### Cell classes on the final placement, run 1

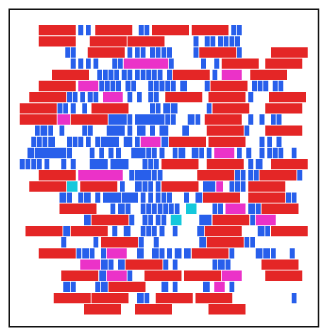
### Pin map, run 1

Pins as bars across the die edge, other pins in grey.
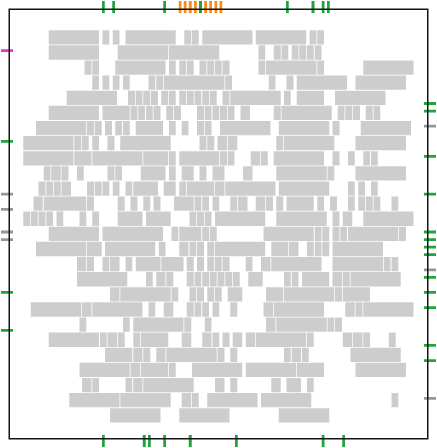
### Routing congestion, run 1

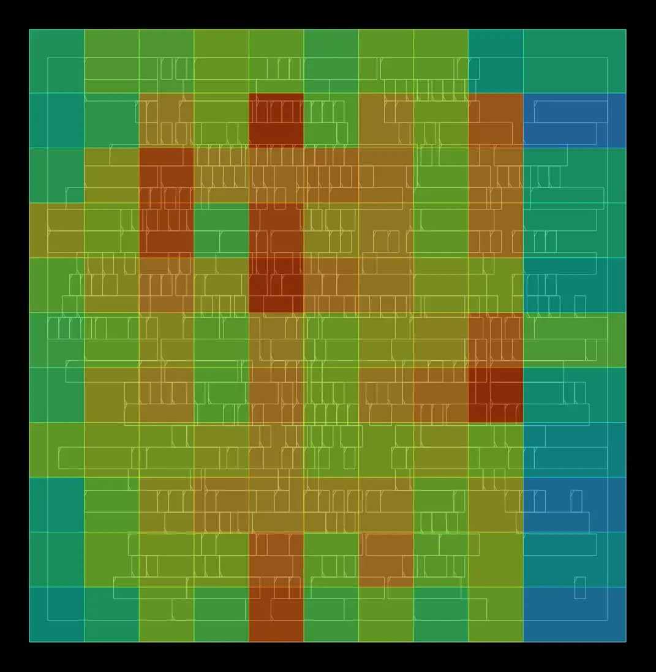
`config.mk`:
```
export PLATFORM = sky130hd
export DESIGN_NAME = lut_config_loader
export DESIGN_NICKNAME = d
export VERILOG_FILES = /design/src/rtl/lut_config_loader.sv
export SDC_FILE = /design/constraint.sdc
export NUM_CORES = 1
export LEC_CHECK = 0
export ABC_AREA = 1
export CAP_MARGIN = 20
export CORE_AREA = 2 2 73 75
export DETAILED_ROUTE_END_ITERATION = 8
export DIE_AREA = 0 0 75 77
export DONT_BUFFER_PORTS = 1
export PLACE_DENSITY = 0.8
export SYNTH_ARGS = -nofsm -noshare
export SYNTH_HDL_FRONTEND = slang
export SYNTH_SLANG_ARGS = --single-unit
```
`constraint.sdc`:
```
create_clock -name clock -period 3.05 [get_ports clock]
set_input_delay 0.61 -clock clock [delete_from_list [all_inputs] [get_ports clock]]
set_output_delay 0.61 -clock clock [all_outputs]
set_load 0.005 [all_outputs]
```
`src/rtl/lut_config_loader.sv`:
```
// rtl/lut_config_loader.sv - shadow-buffered LUT configuration loader with atomic commit.
// Optional checksum word (CHECK state) enabled by defining LUT_CONFIG_LOADER_CHECKSUM_EN.
module lut_config_loader #(
    parameter int NUM_LUTS   = 4,
    parameter int CONF_WIDTH = 8
) (
    input  logic                           clock,
    input  logic                           reset,
    input  logic                           start,
    input  logic [CONF_WIDTH-1:0]          data_in,
    input  logic                           data_valid,
    output logic                           data_ready,
    output logic [NUM_LUTS*CONF_WIDTH-1:0] conf_out,
    output logic                           busy,
    output logic                           done,
    output logic                           error
);

    localparam int TOTAL_W = NUM_LUTS * CONF_WIDTH;
    localparam int IDX_W   = (NUM_LUTS > 1) ? $clog2(NUM_LUTS) : 1;
    localparam logic [IDX_W-1:0] LAST_IDX = IDX_W'(NUM_LUTS - 1);

    typedef enum logic [1:0] {
        ST_IDLE   = 2'd0,
        ST_LOAD   = 2'd1,
`ifdef LUT_CONFIG_LOADER_CHECKSUM_EN
        ST_CHECK  = 2'd2,
`endif
        ST_COMMIT = 2'd3
    } state_t;

    state_t             state;
    state_t             state_nxt;
    logic [IDX_W-1:0]   index;
    logic               load_full;
    logic [TOTAL_W-1:0] shadow;
    logic               accept;
    logic               commit;

`ifdef LUT_CONFIG_LOADER_CHECKSUM_EN
    logic [CONF_WIDTH-1:0] checksum;
    logic                  reject;

    always_comb begin
        checksum = '0;
        for (int k = 0; k < NUM_LUTS; k++) begin
            checksum = checksum ^ shadow[k*CONF_WIDTH +: CONF_WIDTH];
        end
    end
`else
    assign error = 1'b0;
`endif

    assign busy = (state != ST_IDLE);

    // load_full holds LOAD for one extra cycle after the last word so the
    // commit lands two edges after the final accept.
    always_comb begin
        state_nxt  = state;
        commit     = 1'b0;
`ifdef LUT_CONFIG_LOADER_CHECKSUM_EN
        reject     = 1'b0;
        data_ready = ((state == ST_LOAD) && !load_full) || (state == ST_CHECK);
`else
        data_ready = (state == ST_LOAD) && !load_full;
`endif
        accept     = data_valid && data_ready;

        case (state)
            ST_IDLE: begin
                if (start) state_nxt = ST_LOAD;
            end
            ST_LOAD: begin
`ifdef LUT_CONFIG_LOADER_CHECKSUM_EN
                if (load_full) state_nxt = ST_CHECK;
`else
                if (load_full) state_nxt = ST_COMMIT;
`endif
            end
`ifdef LUT_CONFIG_LOADER_CHECKSUM_EN
            ST_CHECK: begin
                if (accept) begin
                    if (data_in == checksum) begin
                        state_nxt = ST_COMMIT;
                    end else begin
                        state_nxt = ST_IDLE;
                        reject    = 1'b1;
                    end
                end
            end
`endif
            ST_COMMIT: begin
                commit    = 1'b1;
                state_nxt = ST_IDLE;
            end
            default: state_nxt = ST_IDLE;
        endcase
    end

    always_ff @(posedge clock or posedge reset) begin
        if (reset) begin
            state     <= ST_IDLE;
            index     <= '0;
            load_full <= 1'b0;
            shadow    <= '0;
            conf_out  <= '0;
            done      <= 1'b0;
`ifdef LUT_CONFIG_LOADER_CHECKSUM_EN
            error     <= 1'b0;
`endif
        end else begin
            state <= state_nxt;
            done  <= commit;
`ifdef LUT_CONFIG_LOADER_CHECKSUM_EN
            error <= reject;
`endif
            if ((state == ST_IDLE) && start) begin
                index     <= '0;
                load_full <= 1'b0;
            end else if ((state == ST_LOAD) && accept) begin
                shadow[index*CONF_WIDTH +: CONF_WIDTH] <= data_in;
                if (index == LAST_IDX) begin
                    load_full <= 1'b1;
                end else begin
                    index <= index + IDX_W'(1);
                end
            end
            // Whole-vector copy keeps partially loaded shadow contents invisible.
            if (commit) conf_out <= shadow;
        end
    end

endmodule
```
==> impl_metrics.ini, run 1 <==
; flow metrics
[outcome]
status = complete, no violations

[sta]
achievable-frequency_mhz = 493
final-max-slew-violation-count = 0
hold_viol_final = 0
fin_crit_ps = 2030

[layout]
antennaDiodeCount = 0
ff_count = 70
comb_area_um2 = 1050
syn2layout_area_growth_pct = 9.33
logic_gates = 232
layout-drive-gt1-share_pct = 8.64
fin_cells = 429

[worst_setup_path]
crit-reg2reg-launch = index[0]
path_delay_family = simple AND/OR/NAND/NOR gates
cpMaxStageDelayCell = dfrtp_1
crit_type = reg -> reg

[logic_synthesis]
synth-edff-count = 0
synth.cellmix.simpleShare_pct = 26.6
yosys.area.top_type = dfrtp_1
ys_cells = 350
yosys-top-cells-count = nand2_1, dfrtp_1, inv_1, o21ai_0, nor2_1
synth_chip_area_um2 = 3000
syn-num-nets = 368
syn_area_um2 = 3000
ys_ff = 70
synthTopCellsByArea = dfrtp_1, nand2_1, o21ai_0, inv_1, nor2_1

[cts]
clk_pin_slew_ps = 70
cts_tree = built

[global_routing]
grt_pass1_wl_um = 9360
grt_use_met2_pct = 31.7

[power_and_ir_drop]
vdd.ir_drop.worst_uv = 599
pwr_density_cell_nw_per_um2 = 1050
powerClk_uw = 839

[floorplan]
die_w_um = 75
row_count = 26

[place]
placed_area_um2 = 3050
Back to the opening pictures, 'Cell classes on the final placement':
- red: flops (cells 70; share of their area 55%)
- cyan: other buffers and delay cells (cells 3; share of their area 0.70%)
- blue: combinational and other logic (cells 270; share of their area 37%)
- magenta: clock drivers and dummy loads (cells 16; share of their area 7.3%)

Back to the opening pictures, 'Pin map':
- orange: data_in (pins 8; direction input; edge top)
- magenta: clock (pins 1; direction input; edge left)
- green: conf_out (pins 32; direction output; edge 13 right, 8 top, 8 bottom, 3 left)
- all pins by edge: 16 top, 16 right, 8 left, 8 bottom

Back to the opening pictures, 'Routing congestion':
final core occ: 66.0%
grt met3 use: 6.83%
routed length per placed instance: 13.1 um
met1 Track Usage GR: 29.8%

### Clock wires, drivers and flops, run 1

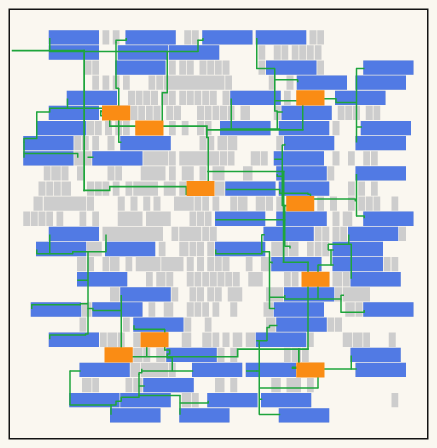

--- run 2 (diff from run 1) ---
Clock period 3.05 ns to 1.9 ns, I/O delays scaled along.
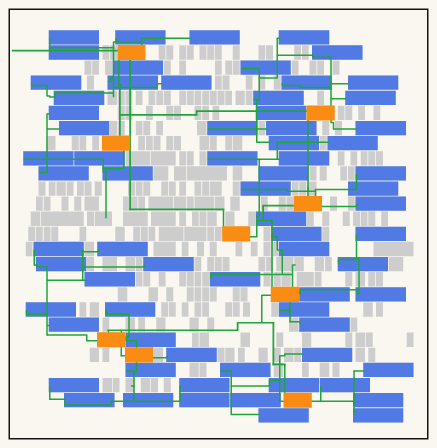
*Clock wires, drivers and flops, run 2*
- blue: flip-flops (count 70)
- green: clock wires (length 766 um)
- orange: clock drivers (count 9)
- flops lie: all over the die

==> run 2 against run 1 <==
The flow now finishes with violations (hold timing); area after synthesis unchanged; setup slack worse by 780 ps; utilization down 1.0 points; register-to-register slack got worse by 780 ps; clock skew up 1.0 ps; largest cell class unchanged.
==> impl_metrics.ini, run 2 <==
; flow metrics
[outcome]
status = finished with violations
failed_checks = hold timing

[logic_synthesis]
yosys.area.top_type = dfrtp_1
synth-edff-count = 0
synth_chip_area_um2 = 3000
syn_area_um2 = 3000
yosys-top-cells-count = nand2_1, dfrtp_1, inv_1, o21ai_0, nor2_1
synthTopCellsByArea = dfrtp_1, nand2_1, o21ai_0, inv_1, nor2_1
ys_ff = 70
synth.cellmix.simpleShare_pct = 26.6
ys_cells = 350

[floorplan]
row_count = 26
die_w_um = 75

[worst_setup_path]
cpMaxStageDelayCell = dfrtp_1
crit_type = reg -> reg
crit-reg2reg-launch = index[1]

[power_and_ir_drop]
powerClk_uw = 996
vdd.ir_drop.worst_uv = 1040
pwr_density_cell_nw_per_um2 = 1600

[layout]
nFillCells = 425
layout-drive-gt1-share_pct = 8.64
fin_cells = 429
ff_count = 70
syn2layout_area_growth_pct = 7.63
antennaDiodeCount = 0
logic_gates = 232

[global_routing]
met3_usage_pct = 6.57
grt_pass1_wl_um = 9830
grtUsageMet1_pct = 31.1
grt_use_met2_pct = 33.6

[sta]
achievable-frequency_mhz = 603
fin_crit_ps = 1660
hold_slack_ps = -4.23
hold_viol_final = 5
final-max-slew-violation-count = 0

[place]
placed_area_um2 = 3070

[route]
post_drt_wl_per_cell_um = 12.8
